`config.mk`:
```
export PLATFORM = sky130hd
export DESIGN_NAME = reg_pipe
export DESIGN_NICKNAME = d
export VERILOG_FILES = /design/src/rtl/reg_pipe.sv
export SDC_FILE = /design/constraint.sdc
export NUM_CORES = 1
export LEC_CHECK = 0
export CAP_MARGIN = 0
export CELL_PAD_IN_SITES_DETAIL_PLACEMENT = 2
export CELL_PAD_IN_SITES_GLOBAL_PLACEMENT = 2
export CORE_ASPECT_RATIO = 0.5
export CORE_MARGIN = 5
export CORE_UTILIZATION = 32
export CTS_BUF_LIST = sky130_fd_sc_hd__clkbuf_4 sky130_fd_sc_hd__clkbuf_8
export DETAILED_ROUTE_END_ITERATION = 12
export GPL_ROUTABILITY_DRIVEN = 0
export HOLD_SLACK_MARGIN = 0.03
export PLACE_DENSITY_LB_ADDON = 0.1
export SLEW_MARGIN = 40
export SYNTH_ARGS = -nofsm -noshare
export SYNTH_HDL_FRONTEND = slang
export SYNTH_SLANG_ARGS = --single-unit
```
`constraint.sdc`:
```
create_clock -name clk -period 1.7 [get_ports clk]
set_input_delay 0.34 -clock clk [delete_from_list [all_inputs] [get_ports clk]]
set_output_delay 0.34 -clock clk [all_outputs]
set_load 0.1 [all_outputs]
```
`src/rtl/reg_pipe.sv`:
```
// reg_pipe: elastic register pipeline with valid/ready backpressure.
//
// Holds up to DEPTH items of WIDTH bits. Each stage tracks its own valid bit.
// Empty stages fill while later stages stall. An occupancy count is provided.
//
// Parameters:
//   WIDTH     - data width in bits (>= 1)
//   DEPTH     - number of register stages (>= 1)
//   RESET_VAL - value loaded into every data register on reset and on clear
//
// Ports:
//   clk       - clock; all state changes on its rising edge
//   reset     - asynchronous active-low reset
//   en        - global enable; 0 freezes every stage
//   sclr      - synchronous clear (exists only when REG_PIPE_SCLR_EN is defined)
//   in_valid  - upstream has data
//   in_data   - upstream data
//   in_ready  - item is accepted this cycle (combinational)
//   out_valid - last stage holds data
//   out_data  - last-stage data
//   out_ready - downstream accepts out_data this cycle
//   count     - number of valid stages
//
// Optional feature macro: REG_PIPE_SCLR_EN adds the sclr port and clear logic.

module reg_pipe #(
   parameter int unsigned       WIDTH     = 8,
   parameter int unsigned       DEPTH     = 2,
   parameter logic [WIDTH-1:0]  RESET_VAL = '0
) (
   input  logic                          clk,
   input  logic                          reset,
   input  logic                          en,
`ifdef REG_PIPE_SCLR_EN
   input  logic                          sclr,
`endif
   input  logic                          in_valid,
   input  logic [WIDTH-1:0]              in_data,
   output logic                          in_ready,
   output logic                          out_valid,
   output logic [WIDTH-1:0]              out_data,
   input  logic                          out_ready,
   output logic [$clog2(DEPTH+1)-1:0]    count
);

   localparam int unsigned CNT_W = $clog2(DEPTH + 1);

   logic [DEPTH-1:0]  r_valid;
   logic [WIDTH-1:0]  r_data [DEPTH];
   logic [CNT_W-1:0]  r_count;

   logic [DEPTH-1:0]  w_acc;
   logic [DEPTH-1:0]  w_src_valid;
   logic [WIDTH-1:0]  w_src_data [DEPTH];
   logic              w_sclr;
   logic              w_in_xfer;
   logic              w_out_xfer;

`ifdef REG_PIPE_SCLR_EN
   assign w_sclr = sclr;
`else
   assign w_sclr = 1'b0;
`endif

   // Ready chain, walked from the output stage back to the input stage.
   // A stage can load when it is empty or its item moves on this cycle.
   always_comb begin
      logic v_acc;
      w_acc = '0;
      v_acc = out_ready;
      for (int k = int'(DEPTH) - 1; k >= 0; k--) begin
         v_acc    = en & (~r_valid[k] | v_acc);
         w_acc[k] = v_acc;
      end
   end

   // Source of each stage: upstream port for stage 0, previous stage otherwise.
   always_comb begin
      w_src_valid    = '0;
      w_src_data[0]  = in_data;
      w_src_valid[0] = in_valid;
      for (int k = 1; k < int'(DEPTH); k++) begin
         w_src_valid[k] = r_valid[k-1];
         w_src_data[k]  = r_data[k-1];
      end
   end

   // Reset gating keeps in_ready low while reset is held.
   assign in_ready   = w_acc[0] & reset & ~w_sclr;
   assign w_in_xfer  = in_valid & in_ready;
   assign w_out_xfer = r_valid[DEPTH-1] & out_ready & en & ~w_sclr;

   // Stage registers; data only changes when a valid item is written.
   always_ff @(posedge clk or negedge reset) begin
      if (!reset) begin
         r_valid <= '0;
         for (int k = 0; k < int'(DEPTH); k++) r_data[k] <= RESET_VAL;
      end else if (w_sclr) begin
         r_valid <= '0;
         for (int k = 0; k < int'(DEPTH); k++) r_data[k] <= RESET_VAL;
      end else begin
         for (int k = 0; k < int'(DEPTH); k++) begin
            if (w_acc[k]) begin
               r_valid[k] <= w_src_valid[k];
               if (w_src_valid[k]) r_data[k] <= w_src_data[k];
            end
         end
      end
   end

   // Occupancy: simultaneous in and out leave the count unchanged.
   always_ff @(posedge clk or negedge reset) begin
      if (!reset) begin
         r_count <= '0;
      end else if (w_sclr) begin
         r_count <= '0;
      end else begin
         case ({w_in_xfer, w_out_xfer})
            2'b10:   r_count <= r_count + CNT_W'(1);
            2'b01:   r_count <= r_count - CNT_W'(1);
            default: r_count <= r_count;
         endcase
      end
   end

   assign out_valid = r_valid[DEPTH-1];
   assign out_data  = r_data[DEPTH-1];
   assign count     = r_count;

endmodule

```
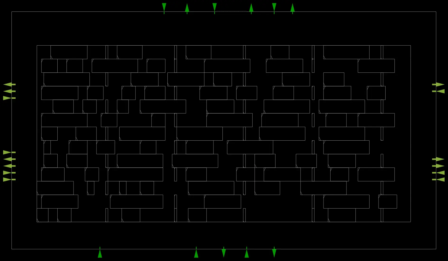
**Above:** placement view.
num tapcells: 37
total of fill cells in the finished design: 258
site row count: 13
proportion of cell area occupied by registers: 36.5%
core area: 0.00265 sq mm

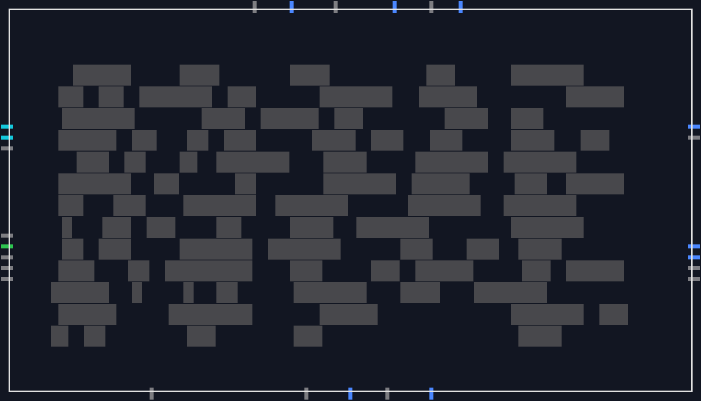
**Above:** pin map.
(8 px per um) Pins as bars across the die edge, other pins in grey.
Blue marks out_data, pins 8, direction output, edge 3 right, 3 top, 2 bottom. Green marks out_valid, pins 1, direction output, edge left. Cyan marks count, pins 2, direction output, edge left.
All pins by edge: 8 left, 6 right, 6 top, 5 bottom.

==> impl_metrics.csv <==
group,metric,value,unit
global_routing,globalRoute.totalOverflow,0,
route,remaining_drc_errors,0,
die,ioPinCount,25,
synth,yosys-top-cells-count,"sky130_fd_sc_hd__dfrtp_1, sky130_fd_sc_hd__buf_4, sky130_fd_sc_hd__mux2_2, sky130_fd_sc_hd__mux2_4, sky130_fd_sc_hd__nand2_1",
cts,clock_tree_from_tritoncts,"yes",
route,detailedRoute.firstIterationViolations,9,
synth,yosysUniqueCellTypes,18,
synth,avgSynthCellArea,14.6,sq um
cts,cts_hold_repair.buffers,0,
sta,final.period_utilization,96.0,%
critical_path,timing.critical_path.buf_inv,1,
synth,synth_stat.cells,62,
route,detail_route.wl_per_cell,17.2,um
sta,post_route_clock_skew,0.00230,ns
critical_path,worst_setup_path_end_kind,"primary output",
route,num_vias,554,
synth,xor_area_share,2.91,%
critical_path,rrSetupSlack,0.13,ns
flow_run,log.warning_count,28,
sta,tightest_slew,0.248,ns
power_and_ir_drop,leakage_power_of_the_design,0.627,nW
synth,synthDominantAreaCellType,"sky130_fd_sc_hd__dfrtp_1",
flow_run,max_cap_violations,0,
critical_path,cp_top_family,"flip-flops",
die,fp.dieW,85.1,um
critical_path,regToRegStartpoint,"r_valid[1]$_DFFE_PN0P_",
synth,synth_chip_area,903,sq um
place,post-place-cells,119,
sta,setup_viol_count_final,0,
cts,clock_latency,0.26,ns
sta,setup_slack,0.0683,ns
die,floorplan.die.height,47.6,um
critical_path,crit_path_cell_trace,"nand3b_1, and3_2, buf_12",
critical_path,highest_cell_delay_on_the_worst_timing_path,0.52,ns
cts,clkSinkCount,20,
sta,max_freq,613,MHz
cts,cts.clk_slew.worst_paths,0.07,ns
place,hpwl,1570,um
power_and_ir_drop,p_per_area,2090,mW/mm^2
sta,unrepaired_setup_endpoints_after_global_routing,"true",
cells_and_area,seq_area,504,sq um
synth,synth_top_area_share,55.4,%
place,io_buffers,24,
route,avgViaCountPerCell,4.50,
critical_path,critical_path_cell_count,3,
critical_path,timing.reg2reg.worst_path_depth,7,
cells_and_area,finish.net_count,101,
die,fp-utilization,34.1,%
cts,clock_tree.htree_level_count,1,
critical_path,crit_required,1.36,ns
route,postRouteWirelength,2120,um
critical_path,timing.critical_path.fanout_max,5,
sta,hold-worst-slack,0.241,ns
synth,ys_dominant_reg_cell,"sky130_fd_sc_hd__dfrtp_1",
critical_path,crit_path_start_kind,"flop",
die,fp.dieArea,0.00405,sq mm
cells_and_area,antenna_cells,0,
synth,netlist_area,903,sq um
global_routing,groute.usage.overall,12.7,%
global_routing,grt_pass1_wl,3640,um
synth,asyncSetResetFlopFracSynth,100,%
synth,synth.top_cells.by_area,"sky130_fd_sc_hd__dfrtp_1, sky130_fd_sc_hd__mux2_4, sky130_fd_sc_hd__mux2_2, sky130_fd_sc_hd__buf_4, sky130_fd_sc_hd__xnor2_1",
cts,cts_post_setup_buffers_inserted,0,
synth,post_synth_mux_area_share,23.3,%
synth,post-synth-top-count-cell,"sky130_fd_sc_hd__dfrtp_1",
cells_and_area,instances_no_fill,123,
synth,synth_warnings,0,
hold_path,hold_class,"in -> async",
route,drt_pass1_iterations,2,
place,pre_cts_setup_slack,-0.340,ns
synth,synthSimpleGateAreaFrac,6.51,%
route,antenna_left,0,
synth,top_logic_kind,"multiplexers",
sta,final_hold_violation_tally,0,
cts,ctsLongestPathBuffers,2,
synth,postSynthCellCount,62,
synth,adder_share,1.39,%
sta,timing.slew.headroom,83.5,%
status,status,"finished clean",
power_and_ir_drop,power.total,0.00289,W
synth,enable_flop_cells,0,
sta,fin_setup_tns,0,ns
synth,compound_area_share,2.08,%
global_routing,antenna_found_initial,0,
synth,yosys.stat.seqShare,55.4,%
synth,synth.net_count,76,
critical_path,critPathSlowestCell,"sky130_fd_sc_hd__dfrtp_4",
critical_path,critical_path.reg2reg.endpoint,"count[1]$_DFFE_PN0P_",
critical_path,cp-endpoint,"in_ready",
global_routing,via_count_of_the_first_global_routing_pass,688,
cells_and_area,drive_above_1_share,52.3,%
cells_and_area,area_growth,53.0,%
cts,cts-buffers-inserted,3,
sta,slew_viol_final,0,
synth,synth_flop_count,20,
cts,cts_root_buffer,"sky130_fd_sc_hd__clkbuf_8",
critical_path,arrival,1.29,ns
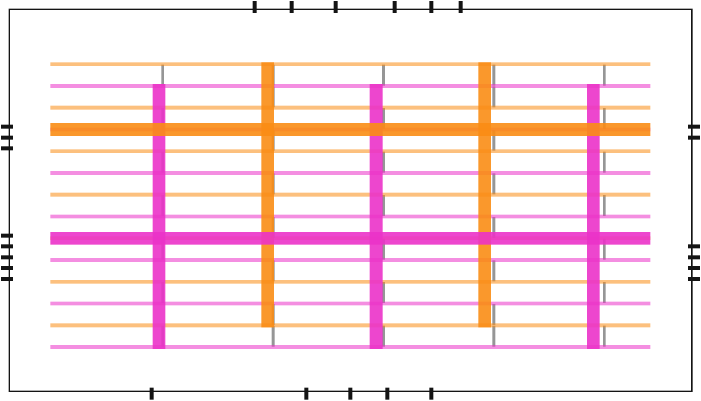
**Above:** floorplan with the power grid.
(8 px per um) Pins as bars on the die edge. Tap cells in grey.
Orange marks VDD. Magenta marks VSS.
25 signal pins sit on the boundary. 14 met1 rails follow the rows. 37 tap cells. 2 straps on met5. The core has 13 rows.

[cell families after synthesis]
kind of cell	Yosys count
AOI/OAI and AO/OA	2
xor gates and xnor gates	3
adders and majority gates	1
buffers and inverters	10
DFF	20
muxes	16
and+or+nand+nor	10
[state kept, by name, indices dropped and copies added, names as in the netlist]
name      cells
r_data        8
count         2
out_data      8
r_valid       2
[per-layer routing]
metal	up-vias	share of wire, %	wire length [um]	track usage (%)
met5	-	0	0	0
met4	0	1.2	25	4.73
met3	2	5.8	123	5.33
met2	17	52	1090	23.8
met1	284	41	875	13.5
li1	251	-	-	-
[per-stage QoR]
stage | utilization, % | cell area, sq um
2_1_floorplan | - | 927
3_3_place_gp | 49.1 | 1300
3_5_place_dp | 49.1 | 1300
4_1_cts | 51.9 | 1380
5_1_grt | 52.1 | 1380
6_report | 52.1 | 1380
[cell type report]
cell class                      count  area share [%]
Clock buffer                        3            2.99
Clock inverter                      1            2.17
Multi-Input combinational cell     32            25.4
Sequential cell                    20            36.5
Tap cell                           37            3.35
Timing Repair Buffer               30            29.6
[what timing repair did]
action | 4_1_cts | 5_1_grt
cloned | 0 | 0
endpoints found under the hold margin | 0 | 0
resized | 3 | 3
endpoints found under the setup margin | 2 | 2
pin swaps | 0 | 1
[layout by cell type, fill, tap and decap left out, drive strengths merged]
cell type,netlist,final
nand2b,1,1
nand2,3,3
a22o,2,2
nor2,1,1
mux2,16,16
clkdlybuf4s50,0,9
dlygate4sd2,0,2
nand3b,1,1
ha,1,1
bufinv,0,1
clkbuf,0,3
dlymetal6s2s,0,1
xor2,1,1
nand3,1,1
and3,3,3
buf,10,18
xnor2,2,2
dfrtp,20,20
[report_power, final]
group	total [W]	internal, W	switching (W)
sequential	0.000792	0.000631	0.000161
clock	0.000479	0.000315	0.000164
combinational	0.00162	0.000621	0.000996
